Figure 1. Metal layers overlaid (run 1).
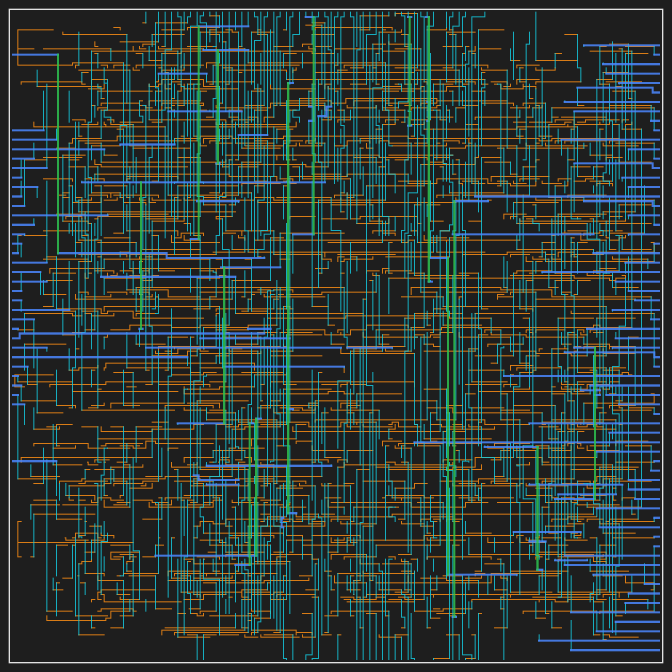
Figure 2. Drive-strength map (run 1).
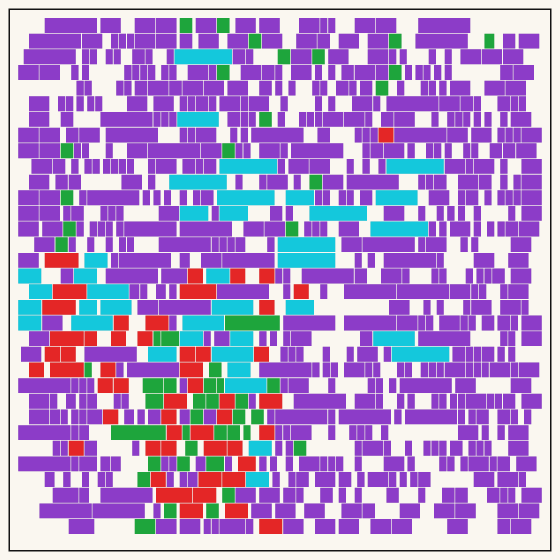
Figure 3. Cells coloured by class (run 1).
Fill, decap, tap and diode cells in grey.
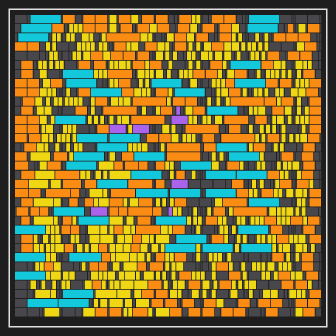
Figure 4. Wires at chosen ports, followed through buffers (run 1).
The bar under the picture is 20 µm long.
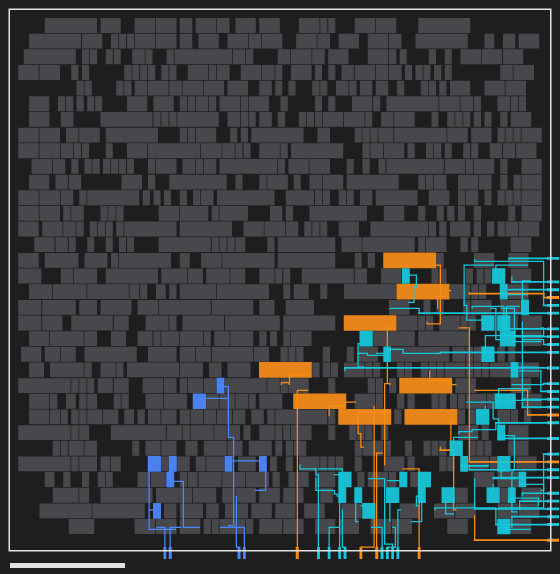
===== src/rtl/line_cmd_sched.sv =====
// Round-robin scheduler that shares one line-drawing engine among NREQ command sources.
// Issues one start pulse per accepted command and reports completion or start timeout.
module line_cmd_sched #(
  parameter int NREQ          = 4,
  parameter int START_TIMEOUT = 15,
  localparam int IDW          = (NREQ > 1) ? $clog2(NREQ) : 1
) (
  input  logic              clk,
  input  logic              rst_n,
  input  logic [NREQ-1:0]   req_valid,
  output logic [NREQ-1:0]   req_ready,
  input  logic [NREQ*8-1:0] req_x0,
  input  logic [NREQ*7-1:0] req_y0,
  input  logic [NREQ*8-1:0] req_xlen,
  input  logic [NREQ*8-1:0] req_ylen,
  output logic              eng_start,
  output logic [7:0]        eng_x0,
  output logic [6:0]        eng_y0,
  output logic [7:0]        eng_xlen,
  output logic [7:0]        eng_ylen,
  input  logic              eng_running,
  output logic              busy,
  output logic              done,
  output logic [IDW-1:0]    done_id,
  output logic              err_timeout
);

  localparam int TW = $clog2(START_TIMEOUT + 1);

  typedef enum logic [1:0] {
    S_IDLE,
    S_ISSUE,
    S_WAIT_START,
    S_WAIT_DONE
  } state_t;

  state_t         state_q;
  logic [IDW-1:0] rr_ptr_q;
  logic [IDW-1:0] id_q;
  logic [TW-1:0]  timer_q;
  logic           eng_start_q;
  logic [7:0]     eng_x0_q;
  logic [6:0]     eng_y0_q;
  logic [7:0]     eng_xlen_q;
  logic [7:0]     eng_ylen_q;
  logic           done_q;
  logic           err_q;
  logic [IDW-1:0] done_id_q;

  logic [7:0] x0_a   [NREQ];
  logic [6:0] y0_a   [NREQ];
  logic [7:0] xlen_a [NREQ];
  logic [7:0] ylen_a [NREQ];

  for (genvar gi = 0; gi < NREQ; gi++) begin : g_unpack
    assign x0_a[gi]   = req_x0[8*gi +: 8];
    assign y0_a[gi]   = req_y0[7*gi +: 7];
    assign xlen_a[gi] = req_xlen[8*gi +: 8];
    assign ylen_a[gi] = req_ylen[8*gi +: 8];
  end

  // Winner search starts at rr_ptr and wraps; grants are held off in the done cycle.
  logic           grant_found;
  logic [IDW-1:0] grant_id;
  logic [IDW:0]   cand_w;
  logic [IDW-1:0] cand;

  always_comb begin
    grant_found = 1'b0;
    grant_id    = '0;
    cand_w      = '0;
    cand        = '0;
    if (state_q == S_IDLE && !eng_running && !done_q) begin
      for (int off = 0; off < NREQ; off++) begin
        cand_w = {1'b0, rr_ptr_q} + (IDW+1)'(off);
        if (cand_w >= (IDW+1)'(NREQ)) begin
          cand_w = cand_w - (IDW+1)'(NREQ);
        end
        cand = cand_w[IDW-1:0];
        if (!grant_found && req_valid[cand]) begin
          grant_found = 1'b1;
          grant_id    = cand;
        end
      end
    end
  end

  always_comb begin
    req_ready = '0;
    if (grant_found && rst_n) begin
      req_ready[grant_id] = 1'b1;
    end
  end

  always_ff @(posedge clk or negedge rst_n) begin
    if (!rst_n) begin
      state_q     <= S_IDLE;
      rr_ptr_q    <= '0;
      id_q        <= '0;
      timer_q     <= '0;
      eng_start_q <= 1'b0;
      eng_x0_q    <= '0;
      eng_y0_q    <= '0;
      eng_xlen_q  <= '0;
      eng_ylen_q  <= '0;
      done_q      <= 1'b0;
      err_q       <= 1'b0;
      done_id_q   <= '0;
    end else begin
      eng_start_q <= 1'b0;
      done_q      <= 1'b0;
      err_q       <= 1'b0;
      case (state_q)
        S_IDLE: begin
          if (grant_found) begin
            eng_x0_q    <= x0_a[grant_id];
            eng_y0_q    <= y0_a[grant_id];
            eng_xlen_q  <= xlen_a[grant_id];
            eng_ylen_q  <= ylen_a[grant_id];
            id_q        <= grant_id;
            eng_start_q <= 1'b1;
            state_q     <= S_ISSUE;
          end
        end
        S_ISSUE: begin
          rr_ptr_q <= (id_q == IDW'(NREQ - 1)) ? '0 : id_q + IDW'(1);
          timer_q  <= '0;
          state_q  <= S_WAIT_START;
        end
        S_WAIT_START: begin
          // Compare one below the limit so the registered error lands as the timer reaches it.
          if (eng_running) begin
            state_q <= S_WAIT_DONE;
          end else if (timer_q == TW'(START_TIMEOUT - 1)) begin
            err_q     <= 1'b1;
            done_id_q <= id_q;
            state_q   <= S_IDLE;
          end else begin
            timer_q <= timer_q + TW'(1);
          end
        end
        S_WAIT_DONE: begin
          if (!eng_running) begin
            done_q    <= 1'b1;
            done_id_q <= id_q;
            state_q   <= S_IDLE;
          end
        end
        default: state_q <= S_IDLE;
      endcase
    end
  end

  assign eng_start   = eng_start_q;
  assign eng_x0      = eng_x0_q;
  assign eng_y0      = eng_y0_q;
  assign eng_xlen    = eng_xlen_q;
  assign eng_ylen    = eng_ylen_q;
  assign busy        = (state_q != S_IDLE);
  assign done        = done_q;
  assign done_id     = done_id_q;
  assign err_timeout = err_q;

endmodule


===== config.mk =====
export PLATFORM = sky130hd
export DESIGN_NAME = line_cmd_sched
export DESIGN_NICKNAME = d
export VERILOG_FILES = /design/src/rtl/line_cmd_sched.sv
export SDC_FILE = /design/constraint.sdc
export NUM_CORES = 1
export LEC_CHECK = 0
export ABC_AREA = 1
export CAP_MARGIN = 10
export CORE_UTILIZATION = 41
export DETAILED_ROUTE_END_ITERATION = 7
export PLACE_DENSITY_LB_ADDON = 0.12
export SLEW_MARGIN = 20
export SYNTH_ARGS = -nofsm -noshare
export SYNTH_HDL_FRONTEND = slang
export SYNTH_SLANG_ARGS = --single-unit

===== constraint.sdc =====
create_clock -name clk -period 2.19 [get_ports clk]
set_clock_uncertainty 0.15 [all_clocks]
set_input_delay 0.3285 -clock clk [delete_from_list [all_inputs] [get_ports clk]]
set_output_delay 0.3285 -clock clk [all_outputs]
set_load 0.02 [all_outputs]

==> results.txt, run 1 <==
The synthesis and PnR run went through. The flow ran to the end, but the final reports show violations. The checks that failed: negative setup slack. After synthesis, the most frequently instantiated cells are nand2_1 (351), nand4_1 (64), dfrtp_1 (46). Count of final hold-check violations landed at 0. Clock tree synthesis selected as its root buffer the cell clkbuf_8. STA classifies the critical path startpoint as a flip-flop. Per the repair_timing log after CTS, setup buffers inserted total 17. Global routing used 54.9% of the available met2 tracks. Max-cap violation count landed at 0. The critical path in this run is classified as flip-flop to primary output. The top cell type in the final layout, fill and taps aside, is nand2_1. Die span in x landed at 93.8 µm. Worst path setup slack after routing landed at -0.395 ns. Data arrives at the worst endpoint at 2.11 ns. The worst register-to-register path begins at rr_ptr_q[0]. The clock passes through at most 2 buffers.

Routability congestion estimate landed at 0.942. Number of cells produced by synthesis landed at 573. The signal on the critical path passes through buf_6 > nand2_2 > nand3_2 > nand2_4 > buf_4 > a21oi_2 > nand2_2 > nand3_4 > buf_12 > inv_4 > nor3_4 > buf_6. Combinational cell area excluding buffers and inverters landed at 2260 µm².

Global routing used 40.5% of the available met1 tracks. Synthesis inferred 46 register bits. Final routed DRC violation total landed at 0. Number of nets in the layout landed at 904. Summing all multiplexer cells gives an area fraction of 0%. Post-cts hold-fix buffer tally landed at 0. Per the final layout report, the fraction of cells sized above drive strength 1 comes to 18.1%. 464 cells are multi-input combinational gates. The capture point of the critical path was reported as req_ready[0]. Sequential share of the synthesized area landed at 33.3%. Power per standard cell area landed at 1220 nW/µm². Fmax landed at 387 MHz. After synthesis, the largest area contributor takes up 38.1% of total cell area.

Largest net degree at the start of global routing landed at 63. For this run, the final setup violation count is recorded as 35. Post-detailed-route via-to-cell ratio landed at 5.21. The worst hold path belongs to the class primary input to async pin. Worst-path maximum fanout landed at 6. Per the detail_route log, met2 wirelength is 6810 µm.

Number of different library cells in the post-synthesis netlist landed at 25. The first global-routing pass estimated 22000 µm of wire. Adder and majority cell fraction of the synthesized area landed at 1.09%.

Met3 track demand over resource in global routing landed at 5.66%. Total number of sequential cells landed at 46. Portion of the clock cycle consumed by the worst path in the final layout landed at 118%. Per the synthesis report, the dominant area consumer among library cells is nand2_1. Largest voltage drop on the vdd net landed at 779 µV. Final antenna diode count landed at 0. Warnings raised by the tools during the run amount to 30. Broken down by cell family, the worst path's largest delay share belongs to simple AND/OR/NAND/NOR gates.
Notes on Figure 1 above:
layer	colour	wire length
met4	green	451 µm
met3	blue	1060 µm
met1	orange	5920 µm
met2	cyan	6810 µm
DR vias: 4558
routed length per placed instance: 16.3 µm
global router's overall resource usage: 32.4%

Notes on Figure 2 above:
size	colour	cells
drive 1 or less	purple	631
drive 3 to 4	red	51
drive 2	green	50
drive 6 and up	cyan	38
design area: 6230 µm²
post-synthesis to final-layout area growth: 80.2%
Final WS setup: -0.395 ns
Signal buffers: 229

Notes on Figure 3 above:
class	colour	cells	share of their area
clock drivers and dummy loads	purple	7	1.3%
all other logic	yellow	488	39%
flops	cyan	46	19%
other buffers and delay cells	orange	229	41%
fraction of standard cell area that is sequential: 18.5%
total core area: 8180 µm²
FP Rows: 33

Notes on Figure 4 above:
port	colour	bits	direction	edge	end cells	buffers	wire
eng_xlen	orange	8	output	4 bottom, 4 right	8	8	276 µm
req_valid	blue	4	input	bottom	8	4	110 µm
req_xlen	cyan	32	input	24 right, 8 bottom	32	32	639 µm
PortBufs: 171
I/O Pins: 172

## run 1: stage by stage
stage	hold WS [ns]	util (%)	worst slack (ns)	total power [mW]	std cells
global route	0.157	76.2	-0.478	8.04	875
CTS	0.125	75.4	-0.338	7.50	873
global placement	0.311	65.9	-0.742	4.94	839
detailed placement	0.315	65.9	-0.813	5.06	839
finish	0.114	76.2	-0.395	7.60	875
floorplan	-0.117	-	-0.00597	3.59	573
## run 1: where the power goes
part / internal (mW) / total [mW] / leakage, nW / switching, mW
registers: 1.21 / 1.46 / 0.580 / 0.252
logic: 2.69 / 5.63 / 2.54 / 2.94
clock network: 0.221 / 0.504 / 0.0383 / 0.283
total: 4.13 / 7.60 / 3.16 / 3.47
==> run 1 -> run 2 <==
--- a/config.mk
+++ b/config.mk
@@ -7,10 +7,10 @@
 export LEC_CHECK = 0
 export ABC_AREA = 1
 export CAP_MARGIN = 10
+export CORE_MARGIN = 3
 export CORE_UTILIZATION = 41
 export DETAILED_ROUTE_END_ITERATION = 7
 export PLACE_DENSITY_LB_ADDON = 0.12
-export SLEW_MARGIN = 20
 export SYNTH_ARGS = -nofsm -noshare
 export SYNTH_HDL_FRONTEND = slang
 export SYNTH_SLANG_ARGS = --single-unit
Figure 5. Cell outlines without signal wires (run 2).
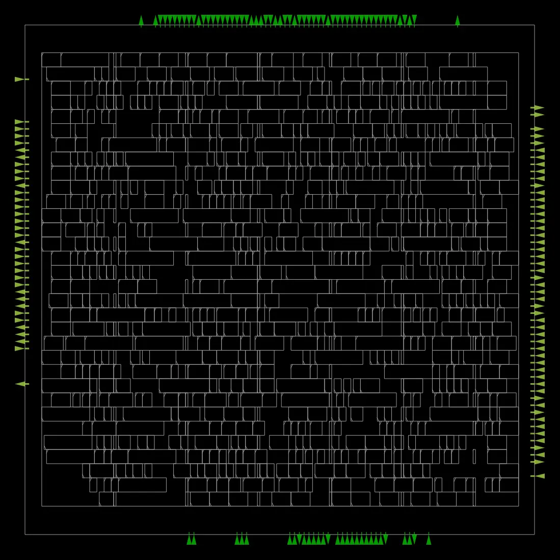
sequential cell count: 46
TAP cells: 102

Figure 6. Metal layers overlaid (run 2).
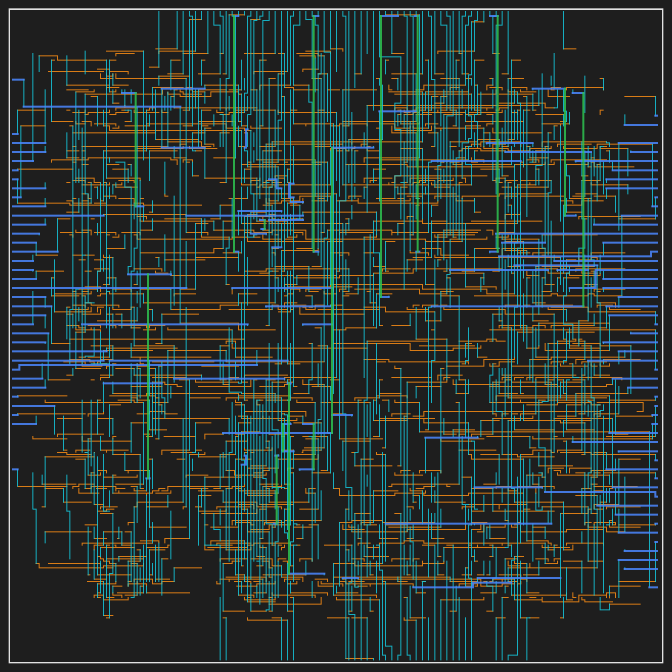
layer	colour	wire length
met1	orange	4940 µm
met2	cyan	6310 µm
met4	green	376 µm
met3	blue	962 µm
global router's overall resource usage: 24.9%
DRT Wirelength: 12600 µm
routed length per placed instance: 14.7 µm

==> results.txt, run 2 <==
The synthesis and PnR run went through. The clock network is responsible for 10.6% of the overall power. Fmax landed at 389 MHz. Die span in x landed at 97.8 µm.

Global routing consumed, on the met1 layer, 29.7% of the routing resources. Of the total power, registers draw 23.5%. Count of pins on the block boundary landed at 172.

Portion of the clock cycle consumed by the worst path in the final layout landed at 118%. The power report attributes to the combinational group a share of 65.9%. The flow ran to the end, but the final reports show violations.

For this run, the share of the core covered by cells in the final layout is 72.8%. Largest voltage drop on the vdd net landed at 810 µV. In this design, the largest share of critical-path delay is due to simple AND/OR/NAND/NOR gates. Global-route wire length before repair landed at 19900 µm. Leaving out fill and tap cells, the most frequent cell in the layout is nand2_1.

The switching portion of total power comes to 47.2%. Post-route cell area landed at 5800 µm². The report lists the cells along the critical path as buf_6 > nand2_2 > nand3_2 > nand2_4 > nor2_4 > nand3_2 > nand2_4 > nand3_4 > buf_6 > nor3_4 > buf_6.

Maximum root-to-sink buffer count landed at 2. 0 antenna diodes ended up in the layout. Setup violation total in the final timing report landed at 37. In the routed design, unresolved DRC markers number 0.

The final reports fail on negative setup slack. Count of final hold-check violations landed at 0. Number of different library cells in the post-synthesis netlist landed at 25. According to the timing report, the arrival time at the worst endpoint equals 2.10 ns. The critical path is of the flip-flop to primary output type. Combinational gate power landed at 4.05 mW. Worst path setup slack after routing landed at -0.384 ns.

The floorplan has 32 rows. In this run the tools logged warnings totalling 30. Power per standard cell area landed at 1060 nW/µm². Before CTS, the worst setup slack after placement is -0.851 ns.

Worst-path maximum fanout landed at 6. Hold timing on the final database bottoms out at a slack of 0.00209 ns. The root buffer cell chosen for the clock tree is clkbuf_8.

Reported net switching power landed at 2.90 mW. The design draws 6.14 mW. Number of synthesized register bits landed at 46. Layout overhead on the synthesized area landed at 67.9%. For reference, the top cells by count after synthesis are nand2_1 (351), nand4_1 (64), dfrtp_1 (46).

Summed over all instances, the cell type with the most area after synthesis is nand2_1. For met3 alone, demand over resource in global routing was 4.71%. Post-CTS setup buffer count landed at 7.

Synthesis handed over a netlist of 573 instances.
==> run 2: cell counts after synthesis <==
No cell type changed its count.
==> run 2: layout make-up <==
class	instances	area (µm²)	share of cell area (%)
multi-input cells	464	2180	37.5
repair buffers	210	2130	36.8
flip-flops and latches	46	1150	19.9
well taps	102	128	2.20
inverters	24	100	1.72
clock buffers	5	68.8	1.19
clock inverters	3	45.0	0.776
==> run 2: logic make-up after synthesis <==
kind of cell / after synthesis / synth area share, %
flip-flops: 46 / 33.3
XOR/XNOR: 1 / 0.253
AND-OR/OR-AND: 15 / 2.32
buffers and inverters: 63 / 8.58
AND/OR/NAND/NOR: 445 / 54.5
adder cells (fa/ha/maj): 3 / 1.09
No activity file was given, so power comes from the tool's default toggle rates.
